<file path="src/rtl/parking_token_issuer.sv">
// Entry-gate token issuer: tracks occupancy of up to eight parking slots, hands the
// lowest free slot index to each arriving car, frees slots at the exit, and drives the gate.
module parking_token_issuer #(
  parameter int SLOTS       = 8,
  parameter int GATE_CYCLES = 4
) (
  input  logic       clock,
  input  logic       reset,
  input  logic       entry_req,
  input  logic       exit_req,
  input  logic [2:0] exit_token,
  output logic [2:0] system_token,
  output logic       token_valid,
  output logic       gate_open,
  output logic       full,
  output logic [3:0] free_count,
  output logic       exit_ack,
  output logic       exit_err
);

  typedef enum logic [1:0] {IDLE, ALLOC, GATE, HOLD} state_e;

  localparam logic [3:0] FREE_INIT = 4'(SLOTS);
  localparam logic [3:0] GATE_LOAD = 4'(GATE_CYCLES);

  state_e           state_q;
  logic [SLOTS-1:0] occ_q, occ_d;
  logic [3:0]       free_q, free_d;
  logic [3:0]       gate_cnt_q;
  logic             full_q, gate_q, token_valid_q, exit_ack_q, exit_err_q;
  logic [2:0]       token_q;

  logic             found;
  logic [2:0]       free_idx;
  logic [SLOTS-1:0] pick_mask, exit_mask;
  logic             alloc, exit_ok, exit_bad;

  // NOTE: every signal gets a default before the loops so no latch is inferred.
  always_comb begin
    found     = 1'b0;
    free_idx  = '0;
    pick_mask = '0;
    exit_mask = '0;
    // Scanning downward lets the lowest free index win.
    for (int i = SLOTS - 1; i >= 0; i--) begin
      if (!occ_q[i]) begin
        found     = 1'b1;
        free_idx  = 3'(i);
        pick_mask = '0;
        pick_mask[i] = 1'b1;
      end
    end
    for (int i = 0; i < SLOTS; i++) begin
      if (exit_token == 3'(i)) exit_mask[i] = 1'b1;
    end
  end

  // An out-of-range token yields an empty exit_mask and is therefore rejected.
  assign alloc    = (state_q == ALLOC) && found;
  assign exit_ok  = exit_req && |(exit_mask & occ_q);
  assign exit_bad = exit_req && !exit_ok;
  assign occ_d    = (occ_q | (alloc ? pick_mask : '0)) & ~(exit_ok ? exit_mask : '0);
  assign free_d   = free_q - {3'b000, alloc} + {3'b000, exit_ok};

  // NOTE: sequential state uses non-blocking assignments only; the whole
  // occupancy vector is reset too, since reset must free every slot at once.
  always_ff @(posedge clock or negedge reset) begin
    if (!reset) begin
      state_q       <= IDLE;
      occ_q         <= '0;
      free_q        <= FREE_INIT;
      full_q        <= 1'b0;
      gate_cnt_q    <= '0;
      gate_q        <= 1'b0;
      token_q       <= '0;
      token_valid_q <= 1'b0;
      exit_ack_q    <= 1'b0;
      exit_err_q    <= 1'b0;
    end else begin
      occ_q         <= occ_d;
      free_q        <= free_d;
      full_q        <= (free_d == 4'd0);
      exit_ack_q    <= exit_ok;
      exit_err_q    <= exit_bad;
      token_valid_q <= 1'b0;
      case (state_q)
        IDLE: if (entry_req && !full_q) state_q <= ALLOC;
        ALLOC: begin
          if (found) begin
            token_q       <= free_idx;
            token_valid_q <= 1'b1;
            gate_cnt_q    <= GATE_LOAD;
            gate_q        <= 1'b1;
            state_q       <= GATE;
          end else begin
            state_q <= IDLE;
          end
        end
        GATE: begin
          if (gate_cnt_q <= 4'd1) begin
            gate_cnt_q <= '0;
            gate_q     <= 1'b0;
            state_q    <= HOLD;
          end else begin
            gate_cnt_q <= gate_cnt_q - 4'd1;
          end
        end
        HOLD: if (!entry_req) state_q <= IDLE;
        default: state_q <= IDLE;
      endcase
    end
  end

  assign system_token = token_q;
  assign token_valid  = token_valid_q;
  assign gate_open    = gate_q;
  assign full         = full_q;
  assign free_count   = free_q;
  assign exit_ack     = exit_ack_q;
  assign exit_err     = exit_err_q;

endmodule

</file>
<file path="config.mk">
export PLATFORM = sky130hd
export DESIGN_NAME = parking_token_issuer
export DESIGN_NICKNAME = d
export VERILOG_FILES = /design/src/rtl/parking_token_issuer.sv
export SDC_FILE = /design/constraint.sdc
export NUM_CORES = 1
export LEC_CHECK = 0
export CORE_AREA = 4 4 55 67
export DETAILED_ROUTE_END_ITERATION = 10
export DIE_AREA = 0 0 59 71
export PLACE_DENSITY_LB_ADDON = 0.12
export SETUP_SLACK_MARGIN = 0.02
export SLEW_MARGIN = 10
export SYNTH_ARGS = -nofsm -noshare
export SYNTH_HDL_FRONTEND = slang
export SYNTH_SLANG_ARGS = --single-unit
</file>
<file path="constraint.sdc">
create_clock -name clock -period 3.5 [get_ports clock]
set_input_delay 0.875 -clock clock [delete_from_list [all_inputs] [get_ports clock]]
set_output_delay 0.875 -clock clock [all_outputs]
set_load 0.02 [all_outputs]
</file>
==> design notes, run 1 <==
The flow ran to the end, and the final reports show no timing, DRC or antenna violations. The most used flip-flop cell after synthesis is sky130_fd_sc_hd__dfrtp_1. With the synthesis warning total at 0, the final clock period utilization by the worst path is 0.897. With the count of maximum capacitance violations at 0, the final number of max-transition violations is 0. Clock skew on the completed layout was measured at 0.00626 ns. Once layout is complete, the cells apart from fillers number 186.

In the routed design, unresolved DRC markers number 0. The tools report the data arrival at the endpoint of the critical path as 3.37 ns. The number of antenna diodes in the final layout is 0. The number of flops mapped to enable cells by yosys was 0; the met3 track demand over resource in global routing was 0.0255.

The first global-routing pass estimated 4.87 mm of wire. After routing, the total negative slack on setup checks comes to 0 ns. Nets still carrying antenna violations after routing amount to 0. When the netlist entered floorplanning its net count stood at 139. With the met2 routing resource usage after global routing at 0.267, the total of cells resized after clock tree synthesis is 0. The leakage power in the latest report is 0.712 nW. Entering global routing, the biggest net connects 19 pins. The die footprint came out at 0.00419 mm2. The cell area power density works out to 927 mW/mm2.

The worst setup path is captured at a register. With the floorplan core density at 0.443, the area of the core is 0.00303 mm2. The run gives 0.455 as the worst slew margin relative to its limit. The final weighted congestion in routability-driven placement was 0.905; the flop and latch count out of synthesis was 26.

The tools report the count of cell types in the netlist as 37. Port buffering added 18 buffers. Counting along the longest clock path gives a buffer depth of 2. The final layout report lists a filler cell count of 291.

The tools report the number of instances in the placed design as 182. The post-CTS hold buffer count recorded in the log is 0. The initial antenna violation count was 0.

The run gives 0.486 for the sequential area share after synthesis. The report lists the number of standard-cell rows as 22. Warnings raised by the tools during the run amount to 27. Setup repair after global routing left no endpoint under its margin. TritonCTS built the clock tree. Worst min-delay path category: reg -> reg. Post-synthesis to final-layout area growth: 21.1%. Count of TritonRoute iterations in the first routing pass: 6.

The area fraction of the dominant cell type after synthesis was 0.467. The smallest setup slack after layout came out at 0.360 ns. The run gives 0.32 ns as the worst-skew pair later-pin latency.

The run gives 59 um for the horizontal die size. Post-route core utilization: 0.536. Synthesis produced a netlist whose cell count is 125. In this run the vertical extent of the chip is 71 um.

The most frequently used library cell after synthesis is sky130_fd_sc_hd__dfrtp_1. The run gives 1.00 for the fraction of registers with async set/reset. The total routing resource utilization after global routing was 0.149. In the post-synthesis netlist, the biggest area contributors are sky130_fd_sc_hd__dfrtp_1, sky130_fd_sc_hd__ha_1, sky130_fd_sc_hd__inv_1. Per the post-synthesis stats, the area per cell is 10.7 um2. The run gives 1048 as the via count of the first global-routing pass.

The run gives 0 as the residual overflow from global routing. The maximum clock frequency is 0.318 GHz. With the sequential cell area in the final layout at 652 um2, the highest fanout seen on the critical path is 2.

After clock tree synthesis, the setup repair step added 0 buffers. The CTS sink count came out at 26. For the iteration-0 DRC count of the detailed router, the log shows 11. The total length of routed wires came out at 2.77 mm.

The cell taking the most area after synthesis was sky130_fd_sc_hd__dfrtp_1. Looking at the max-slew report, the worst-margin pin has a slew of 0.816 ns. The logs give 0 for the final setup violation count and 3 for the number of CTS-inserted buffers. The global-route met1 utilization came out at 0.177. In the synthesis report, Yosys lists the chip area as 0.00134 mm2.

Highest-utilization routing layer at the global route stage: met2. For the number of hold violations in the final report, the log shows 0. The synthesized netlist was found by Yosys to have 125 cells. The critical path is of the in -> reg type. For the logic area, the log shows 623 um2. For this sky-water flow run, the detailed-routed wirelength per cell is reported as 14.9 um. STA on the placed design reports a worst setup slack of 0.00273 ns.

For the placed wire-length estimate, the log shows 2.15 mm. Overall via count from detail_route: 1010. Yosys reports that the most numerous cell types are sky130_fd_sc_hd__dfrtp_1, sky130_fd_sc_hd__inv_1, sky130_fd_sc_hd__nand2_1, sky130_fd_sc_hd__o21ai_0, sky130_fd_sc_hd__ha_1.

The synthesized netlist occupies a cell area of 0.00134 mm2. STA classifies the critical path startpoint as an input pin. The run gives 19 for the number of top-level pins.

The maximum level of the CTS H-tree is 1. Fraction of final layout cells with drive strength greater than 1: 0.120. With the per-cell via count in the routed design at 5.43, the clock transition time at the flip-flop clock pins of the worst setup and hold paths is 0.14 ns. At the end of the flow, the number of nets in the layout was 165.

Clock tree synthesis selected as its root buffer the cell sky130_fd_sc_hd__clkbuf_4. The worst endpoint required time came out at 3.73 ns. With the maximum vdd ir drop at 0.479 mV, the post-route minimum period is 3.14 ns.
[run 1: cells in the final DEF (no fill, tap or decap), drive strengths merged, types with 2 or more instances in the layout]
master         instances
a41oi                  4
a21o                   2
nor2                   5
a31oi                  5
dfrtp                 25
clkbuf                 4
nor2b                  4
buf                    6
inv                   11
o41ai                  2
o21ai                  8
o31ai                  5
ha                     6
nor3                   4
nand3                  5
xnor2                  3
mux4                   2
nand2                 13
clkdlybuf4s50         18
a21oi                  4
[run 1: worst max-delay path, cell delays in order]
cell and delay [ns]:
sky130_fd_sc_hd__clkdlybuf4s50_1 0.51, sky130_fd_sc_hd__mux4_2 0.51, sky130_fd_sc_hd__mux2i_1 0.17, sky130_fd_sc_hd__nor2b_1 0.09, sky130_fd_sc_hd__inv_1 0.06, sky130_fd_sc_hd__ha_1 0.21
sky130_fd_sc_hd__inv_1 0.06, sky130_fd_sc_hd__ha_1 0.17, sky130_fd_sc_hd__fa_1 0.44, sky130_fd_sc_hd__nor4_1 0.27
[run 1: worst paths after layout]
| path | startpoint | to | slack (ns) | cells after the start |
|---|---|---|---|---|
| hold reg to reg | system_token[1] | system_token[1] | 0.50 | 2 |
| min in group asynchronous | reset | gate_cnt_q[1] | 1.01 | 1 |
| setup reg to reg | occ_q[4] | full | 0.93 | 9 |
| max in group asynchronous | reset | system_token[1] | 1.86 | 2 |
| hold / removal | system_token[1] | system_token[1] | 0.50 | 2 |
| setup / recovery | exit_token[2] | full | 0.36 | 10 |
[run 1: logic make-up after synthesis]
| kind of cell | synth area share |
|---|---|
| AND/OR/NAND/NOR | 0.149 |
| buffers and inverters | 0.0486 |
| AND-OR/OR-AND | 0.166 |
| multiplexers | 0.0523 |
| XOR/XNOR | 0.0261 |
| flip-flops | 0.486 |
| adder cells (fa/ha/maj) | 0.0710 |
[run 1: through the flow]
| step | hold WS, ns | cell area [um2] | total power [mW] |
|---|---|---|---|
| 3_5_place_dp | 0.485 | 1590 | 1.36 |
| 6_report | 0.503 | 1620 | 1.50 |
| 3_3_place_gp | 0.464 | 1590 | 1.33 |
| 5_1_grt | 0.535 | 1620 | 1.64 |
| 2_1_floorplan | 0.484 | 1340 | 1.10 |
| 4_1_cts | 0.515 | 1620 | 1.52 |
[run 1: sequential cells by signal, indices dropped and copies added, names as in the netlist, named ones only]
signal,cells
token_valid,1
gate_cnt_q,4
state_q,1
exit_ack,1
full,1
system_token,3
gate_open,1
occ_q,8
free_count,4
exit_err,1
[run 1: layer usage]
layer / vias up / part of all wire
met3: 2 / 0.038
met1: 496 / 0.42
li1: 498 / -
met4: 0 / 0.0076
met2: 14 / 0.53
met5: - / 0
[run 1: area by class of cell]
| class | instances | area share |
|---|---|---|
| Sequential cell | 26 | 0.402 |
| Multi-Input combinational cell | 85 | 0.384 |
| Timing Repair Buffer | 24 | 0.139 |
| Tap cell | 36 | 0.0278 |
| Inverter | 11 | 0.0254 |
| Clock buffer | 4 | 0.0224 |
[run 1: power breakdown]
group,switching (mW),total [mW],internal [mW]
Clock,0.0877,0.151,0.0636
Sequential,0.151,0.594,0.442
Combinational,0.401,0.759,0.358
Total,0.640,1.50,0.864
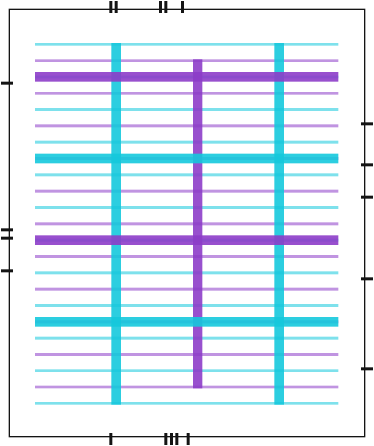
Run 1: floorplan with the power grid
(6 px per um) Pins as bars on the die edge.
| color | net |
|---|---|
| purple | VDD |
| cyan | VSS |
signal pins: 19
met4 straps: 3
met1 rails: 23

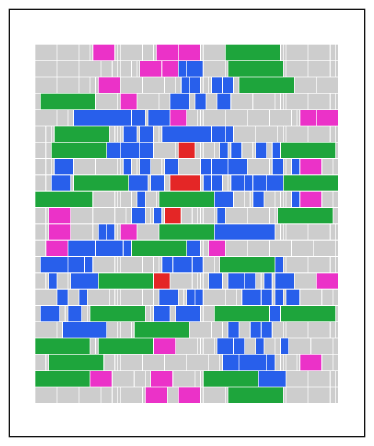
Run 1: cells colored by class
(6 px per um) Fill, decap, tap and diode cells in gray.
| color | class | cells |
|---|---|---|
| red | clock drivers and dummy loads | 4 |
| blue | combinational and other logic | 96 |
| green | sequential cells | 26 |
| magenta | remaining buffers and delay cells | 24 |

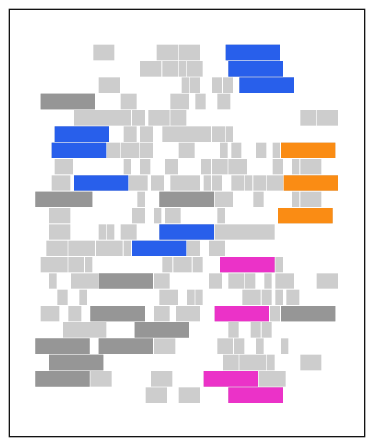
Run 1: sequential cells colored by netlist name
(6 px per um) Other sequential cells in the stronger gray, the rest of the logic in the fainter gray.
| color | name in the netlist | placed flops |
|---|---|---|
| orange | system_token | 3 |
| magenta | gate_cnt_q | 4 |
| blue | occ_q | 8 |

--- run 2 (diff from run 1) ---
RECOVER_POWER = 25   (was default)
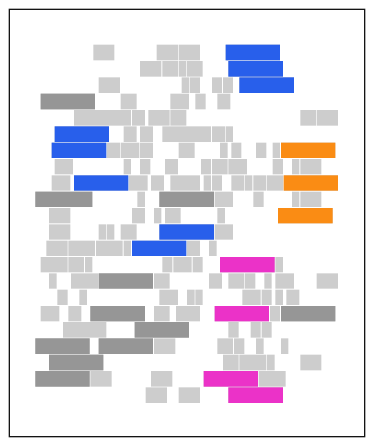
Run 2: sequential cells colored by netlist name
(6 px per um) Other sequential cells in the stronger gray, the rest of the logic in the fainter gray.
| color | name in the netlist | placed flops |
|---|---|---|
| blue | occ_q | 8 |
| magenta | gate_cnt_q | 4 |
| orange | system_token | 3 |
not colored: 11

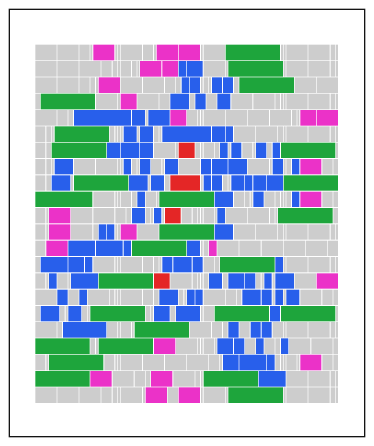
Run 2: cells colored by class
(6 px per um) Fill, decap, tap and diode cells in gray.
| color | class | cells |
|---|---|---|
| green | sequential cells | 26 |
| blue | combinational and other logic | 96 |
| magenta | remaining buffers and delay cells | 24 |
| red | clock drivers and dummy loads | 4 |

==> run 2 against run 1 <==
Via count fell by 0.20%. Clock-buffer cell count unchanged. Cell area fell by 1.4%.
==> design notes, run 2 <==
The run gives 0.897 (about the same) for the final clock period utilization by the worst path. The tools report the area of the core as 0.00303 mm2 (unchanged). The most common logic cell in the routed design was sky130_fd_sc_hd__dfrtp_1 (unchanged). Dominant synthesized flop cell: sky130_fd_sc_hd__dfrtp_1 (unchanged). The worst slew margin relative to its limit was 0.449 (was 0.455).

Sequence of cells on the critical path: clkdlybuf4s50_1 > mux4_2 > mux2i_1 > nor2b_1 > inv_1 > ha_1 > inv_1 > ha_1 > fa_1 > nor4_1 (unchanged). With the final setup violation count at 0 (unchanged), the number of antenna cells inserted is 0 (unchanged). The tools report the die footprint as 0.00419 mm2 (unchanged). For the non-filler instance count after layout, the log shows 186 (unchanged).

With the flop and latch count out of synthesis at 26 (unchanged), the worst-case hold slack is 0.503 ns (about the same). Cell taking the most area after synthesis: sky130_fd_sc_hd__dfrtp_1 (unchanged). The initial antenna violation count is 0 (unchanged), and the area fraction of the dominant cell type after synthesis is 0.467 (unchanged). Maximum vdd ir drop: 0.471 mV (was 0.479 mV). The setup clock skew after layout was 0.00563 ns (was 0.00626 ns); the data arrival at the endpoint of the critical path was 3.37 ns (about the same). The number of nets in the layout was 165 (unchanged); the number of flip-flops under the largest register name was 8 (unchanged). The run gives 0.905 (unchanged) for the final weighted congestion in routability-driven placement. The flow ran to the end, and the final reports show no timing, DRC or antenna violations. The tools report the net count after synthesis as 139 (unchanged). The smallest setup slack after layout is 0.359 ns (was 0.360 ns), and the post-synthesis to final-layout area growth is 19.4% (was 21.1%). The most used standard cell by instance count after synthesis is sky130_fd_sc_hd__dfrtp_1 (unchanged). The number of logged tool warnings came out at 27 (unchanged).

Top cells by count, synth: sky130_fd_sc_hd__dfrtp_1, sky130_fd_sc_hd__inv_1, sky130_fd_sc_hd__nand2_1, sky130_fd_sc_hd__o21ai_0, sky130_fd_sc_hd__ha_1 (unchanged). The number of instances in the placed design came out at 182 (unchanged). The remaining design rule violation count was 0 (unchanged). For the number of CTS-inserted buffers, the log shows 3 (unchanged).

The die outline height was 71 um (unchanged). The tools report the residual overflow from global routing as 0 (unchanged). The run gives 22 (unchanged) as the number of cell rows.

The run gives 925 mW/mm2 (was 927 mW/mm2) for the cell area power density. The run gives 0 (unchanged) for the tally of nets with antenna violations remaining after routing. The iteration-0 DRC count of the detailed router is 10 (was 11), and the synthesized area per cell is 10.7 um2 (unchanged).

Buffer type at the clock tree root: sky130_fd_sc_hd__clkbuf_4 (unchanged). The chip area line of the yosys report is 0.00134 mm2 (unchanged). Reg-to-reg setup timing slack: 0.86 ns (was 0.93 ns). Biggest cell delay along the critical path: 0.51 ns (about the same). Startpoint of the most critical hold path: system_token[1] (unchanged). With the count of cell types in the netlist at 37 (unchanged), the measured slew at the worst slew-check pin is 0.824 ns (was 0.816 ns).

The total routing resource utilization after global routing was 0.149 (unchanged). The buffers inserted during post-CTS setup optimization was 0 (unchanged); the post-route core utilization was 0.529 (was 0.536). Cell types with the largest area share after synthesis: sky130_fd_sc_hd__dfrtp_1, sky130_fd_sc_hd__ha_1, sky130_fd_sc_hd__inv_1 (unchanged). Most frequently placed logic cells in the final layout: sky130_fd_sc_hd__dfrtp_1, sky130_fd_sc_hd__clkdlybuf4s50_1, sky130_fd_sc_hd__inv_1, sky130_fd_sc_hd__nand2_1, sky130_fd_sc_hd__o21ai_0 (unchanged).

The yosys stat cell total is 125 (unchanged). The post-synthesis instance area was 0.00134 mm2 (unchanged). The clock transition time at the flip-flop clock pins of the worst setup and hold paths was 0.14 ns (about the same). The floorplan core density came out at 0.443 (unchanged). The run gives 0 (unchanged) as the number of hold buffers added after CTS.

The post-route minimum period works out to 3.14 ns (about the same). The register ranked first by flip-flop count is occ_q (unchanged). The fraction of registers with async set/reset is 1.00 (unchanged), and the number of hold violations in the final report is 0 (unchanged). The tools report the nature of the critical path endpoint as a register (unchanged). Number of instances in the synthesized netlist: 125 (unchanged). Worst min-delay path category: reg -> reg (unchanged). The number of flops mapped to enable cells by yosys was 0 (unchanged); the overall via count from detail_route was 1008 (was 1010). The run gives 0 (unchanged) for the total of cells resized after clock tree synthesis. TritonCTS built the clock tree.

The run gives 2 (unchanged) for the maximum count of clock buffers along a single path. The CTS sink count was 26 (unchanged). Setup repair after global routing left no endpoint under its margin. The run gives 0.32 ns (about the same) for the worst-skew pair later-pin latency. The critical setup path kind is in -> reg (unchanged). For the worst-case setup slack after placement, the log shows 0.00273 ns (unchanged). The type of element launching the critical path was an input pin (unchanged). The maximum number of pins on one net before global-route repair was 19 (unchanged); the first-pass GRT wire length was 4.87 mm (unchanged).

The run gives 2.76 mm (was 2.77 mm) as the total length of routed wires. The number of top-level pins was 19 (unchanged); the placed wire-length estimate was 2.15 mm (unchanged). With the via count of the first global-routing pass at 1048 (unchanged), the setup total negative slack is 0 ns (unchanged). Launching element of the worst setup path: exit_token[2] (unchanged). The run gives 14.8 um (was 14.9 um) for the final routed wire length divided by cell count. The run gives 0.704 nW (was 0.712 nW) as the leakage power figure. The per-cell via count in the routed design came out at 5.42 (was 5.43).

Highest fanout seen on the critical path: 2 (unchanged). The final number of max-transition violations was 0 (unchanged). For the maximum level of the CTS H-tree, the log shows 1 (unchanged). The tools report the synthesis warning total as 0 (unchanged). The count of port buffers added during placement is 18 (unchanged), and the count of maximum capacitance violations is 0 (unchanged). Highest-delay cell along the critical path: sky130_fd_sc_hd__clkdlybuf4s50_1 (unchanged). Fraction of final layout cells with drive strength greater than 1: 0.107 (was 0.120). The maximum clock frequency came out at 0.318 GHz (about the same). The run gives 0.486 (unchanged) as the sequential area share after synthesis. The reg-to-reg startpoint was occ_q[4] (unchanged). With the worst endpoint required time at 3.73 ns (about the same), the horizontal die size is 59 um (unchanged). The count of TritonRoute iterations in the first routing pass is 4 (was 6).
[run 2: cell counts after synthesis]
No cell type changed its count.
[run 2: cell families (layout without fill, tap and decap cells)]
| kind of cell | count (synthesis) | after routing | synth area share |
|---|---|---|---|
| muxes | 4 | 4 | 0.0523 |
| AOI/OAI and AO/OA | 31 | 31 | 0.166 |
| and+or+nand+nor | 39 | 39 | 0.149 |
| adders and majority gates | 7 | 7 | 0.0710 |
| buffers and inverters | 14 | 39 | 0.0486 |
| DFF | 26 | 26 | 0.486 |
| xor gates and xnor gates | 4 | 4 | 0.0261 |
[run 2: metrics by stage]
| stage | total power, mW | instance area [um2] |
|---|---|---|
| detailed placement | 1.36 | 1590 |
| CTS | 1.52 | 1620 |
| global route | 1.62 | 1600 |
| finish | 1.48 | 1600 |
| global placement | 1.33 | 1590 |
| floorplan | 1.10 | 1340 |
[run 2: cell type report]
class                   instances  area, um2
repair buffers                 24        221
flip-flops and latches         26        652
fillers                       292       1430
multi-input cells              85        604
clock buffers                   4       36.3
inverters                      11       41.3
well taps                      36       45.0
[run 2: worst paths after layout]
| kind | cells after the start | end |
|---|---|---|
| setup / recovery | 10 | full |
| hold / removal | 2 | system_token[1] |
| setup reg to reg | 9 | full |
| hold reg to reg | 2 | system_token[1] |
| max in group asynchronous | 2 | system_token[1] |
| min in group asynchronous | 1 | gate_cnt_q[1] |
[run 2: routing by layer]
layer	vias up	wire (um)	GRT usage
li1	498	-	-
met5	-	0	0
met4	0	21	0.0453
met2	16	1470	0.267
met3	2	114	0.0255
met1	492	1150	0.177
[run 2: critical path: cells and delay by family]
kind                       cells  cell delay, ns
muxes                          2            0.68
and+or+nand+nor                2            0.36
adders and majority gates      3            0.82
buffers and inverters          3            0.63
[run 2: where the power goes]
| part | switching [mW] | total (mW) | leakage, nW | internal (mW) |
|---|---|---|---|---|
| Clock | 0.0879 | 0.151 | 0.0210 | 0.0636 |
| Sequential | 0.151 | 0.594 | 0.315 | 0.443 |
| Combinational | 0.386 | 0.735 | 0.369 | 0.348 |
| Total | 0.625 | 1.48 | 0.704 | 0.854 |
--- run 3 (diff from run 2) ---
ABC_CLOCK_PERIOD_IN_PS = 3500   (was default)
REMOVE_ABC_BUFFERS = 1   (was default)
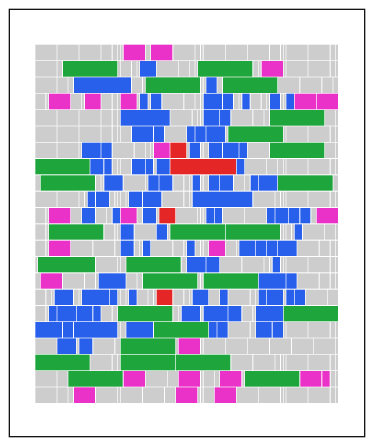
Run 3: cells colored by class
(6 px per um) Fill, decap, tap and diode cells in gray.
| color | class | cells |
|---|---|---|
| magenta | remaining buffers and delay cells | 24 |
| red | clock drivers and dummy loads | 4 |
| blue | combinational and other logic | 96 |
| green | sequential cells | 26 |

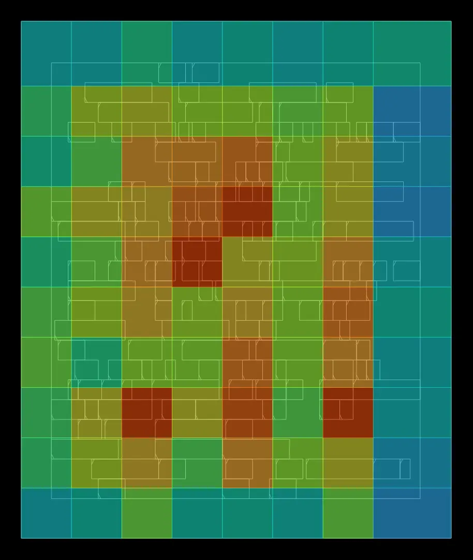
Run 3: congestion heat map
M2 GR Usage: 0.258
global-route track usage on met3: 0.0182
Most Used Layer, Global Route: met2
met1 track demand over resource in global routing: 0.177

==> run 3 against run 2 <==
Non-clock buffer count stayed put. Critical path depth did not move. Cell count unchanged. Synthesized cell count unchanged. Clock-buffer cell count decreased by 1. Total power grew 4.6%. Sequential cell count unchanged. Sequential share of layout area decreased by 0.87 points. Core utilization rose by 1.2 points. Sequential power hardly changed. Largest power group unchanged.
==> design notes, run 3 <==
The count of cell types in the netlist came out at 37 (unchanged). The logs give 0 (unchanged) for the residual overflow from global routing and 0 (unchanged) for the tally of nets with antenna violations remaining after routing. The logs give 1064 (was 1048) for the via count of the first global-routing pass and 3 (unchanged) for the number of CTS-inserted buffers. The highest fanout seen on the critical path works out to 2 (unchanged). The register ranked first by flip-flop count was occ_q (unchanged). The capture endpoint of the worst hold path is system_token[0] (was system_token[1]). The worst min-delay path category was reg -> reg (unchanged). For the final setup violation count, the log shows 0 (unchanged). The data arrival at the endpoint of the critical path is 3.42 ns (was 3.37 ns), and the cell area reported after detailed placement is 0.00159 mm2 (unchanged). Cell types with the largest area share after synthesis: sky130_fd_sc_hd__dfrtp_1, sky130_fd_sc_hd__ha_1, sky130_fd_sc_hd__inv_1 (unchanged). The run gives 1.55 mW (was 1.48 mW) for the total power after layout. With the final design area excluding fillers at 0.00164 mm2 (was 0.00160 mm2), the logic area is 623 um2 (was 604 um2).

The CTS sink count is 26 (unchanged). The run gives 0.00134 mm2 (unchanged) for the chip area line of the yosys report. The first-pass GRT wire length is 4.72 mm (was 4.87 mm). The tools report the reg-to-reg startpoint as occ_q[2] (was occ_q[4]). The post-synthesis to final-layout area growth came out at 22.0% (was 19.4%). The synthesized area per cell is 10.7 um2 (unchanged).

The run gives 652 um2 (unchanged) for the sequential cell area in the final layout. The remaining design rule violation count came out at 0 (unchanged). The area fraction of the dominant cell type after synthesis is 0.467 (unchanged). Highest-delay cell along the critical path: sky130_fd_sc_hd__mux4_1 (was sky130_fd_sc_hd__clkdlybuf4s50_1). For the post-synthesis instance area, the log shows 0.00134 mm2 (unchanged). The yosys stat cell total came out at 125 (unchanged).

Setup repair after global routing left no endpoint under its margin. The run gives 19 (unchanged) for the number of top-level pins. The flop and latch count out of synthesis is 26 (unchanged), and the worst slew margin relative to its limit is 0.0805 (was 0.449). The iteration-0 DRC count of the detailed router came out at 28 (was 10). With the fraction of registers with async set/reset at 1.00 (unchanged), the worst endpoint required time is 3.73 ns (about the same). The most used standard cell by instance count after synthesis is sky130_fd_sc_hd__dfrtp_1 (unchanged). The nature of the critical path endpoint is a register (unchanged). The horizontal die size was 59 um (unchanged); the die footprint was 0.00419 mm2 (unchanged). The run gives 0.909 (was 0.897) for the final clock period utilization by the worst path. With the number of instances in the placed design at 182 (unchanged), the adder and majority cell fraction of the synthesized area is 0.0710 (unchanged). The tools report the buffers inserted during post-CTS setup optimization as 0 (unchanged).

With the number of cells on the worst reg-to-reg path at 9 (unchanged), the count of TritonRoute iterations in the first routing pass is 4 (unchanged). The run gives 0.667 mV (was 0.471 mV) as the maximum vdd ir drop. Leakage power figure: 0.715 nW (was 0.704 nW). TritonCTS built the clock tree.

The proportion of synthesized area in mux cells works out to 0.0523 (unchanged). The number of antenna cells inserted is 0 (unchanged), and the number of cell rows is 22 (unchanged). The logs give 1 (unchanged) for the maximum level of the CTS H-tree and 0.32 ns (about the same) for the worst-skew pair later-pin latency. The dominant synthesized flop cell was sky130_fd_sc_hd__dfrtp_1 (unchanged).

For the total of cells resized after clock tree synthesis, the log shows 0 (unchanged). The measured slew at the worst slew-check pin came out at 1.38 ns (was 0.824 ns). The type of element launching the critical path was an input pin (unchanged). The per-cell via count in the routed design is 5.46 (was 5.42), and the non-filler instance count after layout is 186 (unchanged).

Number of flops mapped to enable cells by yosys: 0 (unchanged). The run gives 0.314 GHz (was 0.318 GHz) for the maximum clock frequency. The fill cell total of the finished layout came out at 288 (was 292). With the post-route minimum period at 3.18 ns (was 3.14 ns), the number of nets in the layout is 165 (unchanged).

The run gives 0 (unchanged) for the final number of max-transition violations. Most frequently placed logic cells in the final layout: sky130_fd_sc_hd__dfrtp_1, sky130_fd_sc_hd__clkdlybuf4s50_1, sky130_fd_sc_hd__inv_1, sky130_fd_sc_hd__nand2_1, sky130_fd_sc_hd__o21ai_0 (unchanged). The critical setup path kind is in -> reg (unchanged).

Most common logic cell in the routed design: sky130_fd_sc_hd__dfrtp_1 (unchanged). The clock transition time at the flip-flop clock pins of the worst setup and hold paths came out at 0.15 ns (was 0.14 ns). The sequential area share after synthesis is 0.486 (unchanged). With the overall via count from detail_route at 1016 (was 1008), the die outline height is 71 um (unchanged). The run gives 0 (unchanged) for the initial antenna violation count.

The cell area power density came out at 946 mW/mm2 (was 925 mW/mm2). For the final weighted congestion in routability-driven placement, the log shows 0.848 (was 0.905). The cell taking the most area after synthesis was sky130_fd_sc_hd__dfrtp_1 (unchanged). Number of logged tool warnings: 26 (was 27).

The logs give 0.00303 mm2 (unchanged) for the area of the core and 125 (unchanged) for the number of instances in the synthesized netlist. The logs give 2.73 mm (was 2.76 mm) for the total length of routed wires and 27 (was 19) for the maximum number of pins on one net before global-route repair. The worst-case setup slack after placement came out at -0.0590 ns (was 0.00273 ns). The depth of the worst hold-timing path was 2 (unchanged).

Smallest setup slack after layout: 0.317 ns (was 0.359 ns). The buffer type at the clock tree root was sky130_fd_sc_hd__clkbuf_4 (unchanged). The final routed wire length divided by cell count is 14.7 um (was 14.8 um).

The biggest cell delay along the critical path was 0.55 ns (was 0.51 ns). The count of maximum capacitance violations is 0 (unchanged), and the xor/xnor share of the synthesized area is 0.0261 (unchanged). The share of synthesized cell area in and, or, nand and nor gates works out to 0.149 (unchanged). The fraction of the mapped netlist area in compound gates works out to 0.166 (unchanged). The reg-to-reg setup timing slack came out at 0.87 ns (was 0.86 ns). The number of flip-flops under the largest register name is 8 (unchanged). The floorplan core density is 0.443 (unchanged), and the total routing resource utilization after global routing is 0.145 (was 0.149). The startpoint of the most critical hold path was system_token[0] (was system_token[1]). Top cells by count, synth: sky130_fd_sc_hd__dfrtp_1, sky130_fd_sc_hd__inv_1, sky130_fd_sc_hd__nand2_1, sky130_fd_sc_hd__o21ai_0, sky130_fd_sc_hd__ha_1 (unchanged). The count of port buffers added during placement came out at 18 (unchanged).

The flow ran to the end, and the final reports show no timing, DRC or antenna violations. The run gives 0.113 (was 0.107) for the fraction of final layout cells with drive strength greater than 1. The tools report the critical register-to-register path endpoint as full (unchanged). The run gives 0 ns (unchanged) as the setup total negative slack. The run gives 2 (unchanged) as the maximum count of clock buffers along a single path. The number of hold buffers added after CTS was 0 (unchanged). The dominant kind of combinational cell is AND-OR/OR-AND gates (unchanged). Sequence of cells on the critical path: clkdlybuf4s50_1 > mux4_1 > mux2i_1 > nor2b_1 > inv_1 > ha_1 > inv_1 > ha_1 > fa_1 > nor4_1 (was clkdlybuf4s50_1 > mux4_2 > mux2i_1 > nor2b_1 > inv_1 > ha_1 > inv_1 > ha_1 > fa_1 > nor4_1). With the setup clock skew after layout at 0.00468 ns (was 0.00563 ns), the synthesis warning total is 0 (unchanged).

The placed wire-length estimate came out at 2.02 mm (was 2.15 mm). The tools report the number of hold violations in the final report as 0 (unchanged).
[run 3: cell counts after synthesis]
No cell type changed its count.
[run 3: worst max path at each step]
stage / startpoint / to / slack (ns)
after CTS: exit_token[1] / full / 0.30
after global placement: exit_token[1] / full / 0.04
after detailed placement: exit_token[1] / full / -0.06
final: exit_token[1] / full / 0.32
after floorplan: exit_token[1] / full / 0.67
after global routing: exit_token[1] / full / 0.12
[run 3: worst max-delay path, delay by kind of cell]
kind / cells / cell delay (ns)
buf+inv: 3 / 0.62
fa+ha+maj: 3 / 0.83
simple gates: 2 / 0.35
mux: 2 / 0.74
[run 3: stage by stage]
step / utilization / hold slack, ns
after floorplan: - / 0.484
after global placement: 0.524 / 0.465
after detailed placement: 0.524 / 0.470
after CTS: 0.541 / 0.503
after global routing: 0.540 / 0.550
final: 0.540 / 0.499
[run 3: layer usage]
layer | routed length, um | vias to the layer above | global-route usage
li1 | - | 497 | -
met1 | 1160 | 500 | 0.177
met2 | 1450 | 17 | 0.258
met3 | 98 | 2 | 0.0182
met4 | 21 | 0 | 0.0504
met5 | 0 | - | 0
[run 3: cell type report]
type	instances	share of cell area
Inverter	11	0.0252
Timing Repair Buffer	24	0.135
Multi-Input combinational cell	85	0.381
Sequential cell	26	0.399
Clock inverter	1	0.0184
Tap cell	36	0.0275
Clock buffer	3	0.0138
[run 3: cell families (layout without fill, tap and decap cells)]
kind of cell / after synthesis / in the layout
buf+inv: 14 / 39
compound gates: 31 / 31
xor+xnor: 4 / 4
mux: 4 / 4
simple gates: 39 / 39
flops: 26 / 26
fa+ha+maj: 7 / 7
[run 3: power by group]
part	switching, mW	leakage, nW	internal, mW
clock	0.0941	0.0279	0.116
sequential	0.152	0.315	0.442
combinational	0.391	0.373	0.353

==> screenshots <==
Clock distribution.
(8 px per um)
panel A
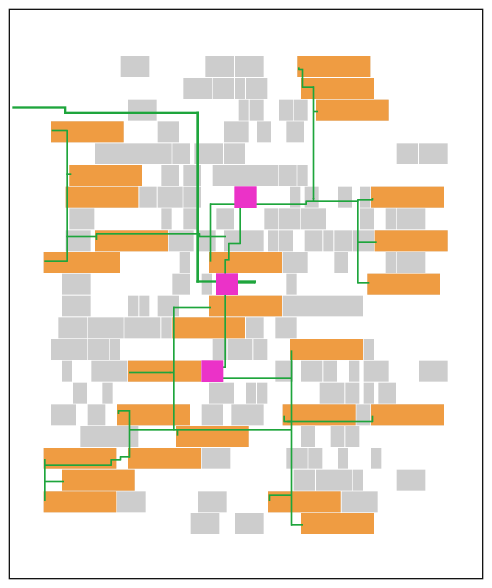
panel B
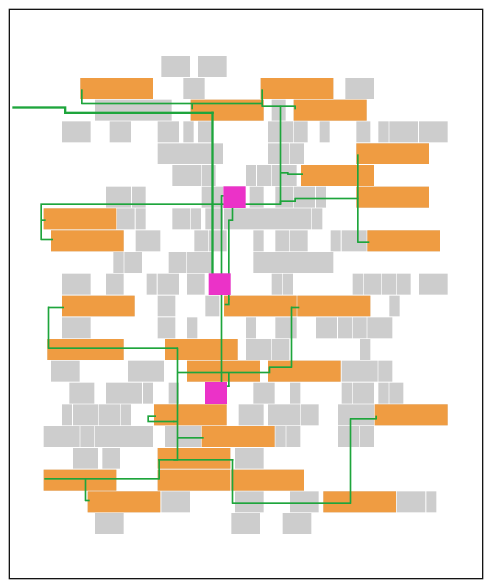
run 1 -> panel A
run 3 -> panel B

Key to panel B:
[orange] flip-flops | count: 26
[magenta] clock drivers | count: 3
[green] clock wires | length: 328 um
routed clock nets: 4

Power figures rest on the tool's default switching activity, not on a simulated workload.
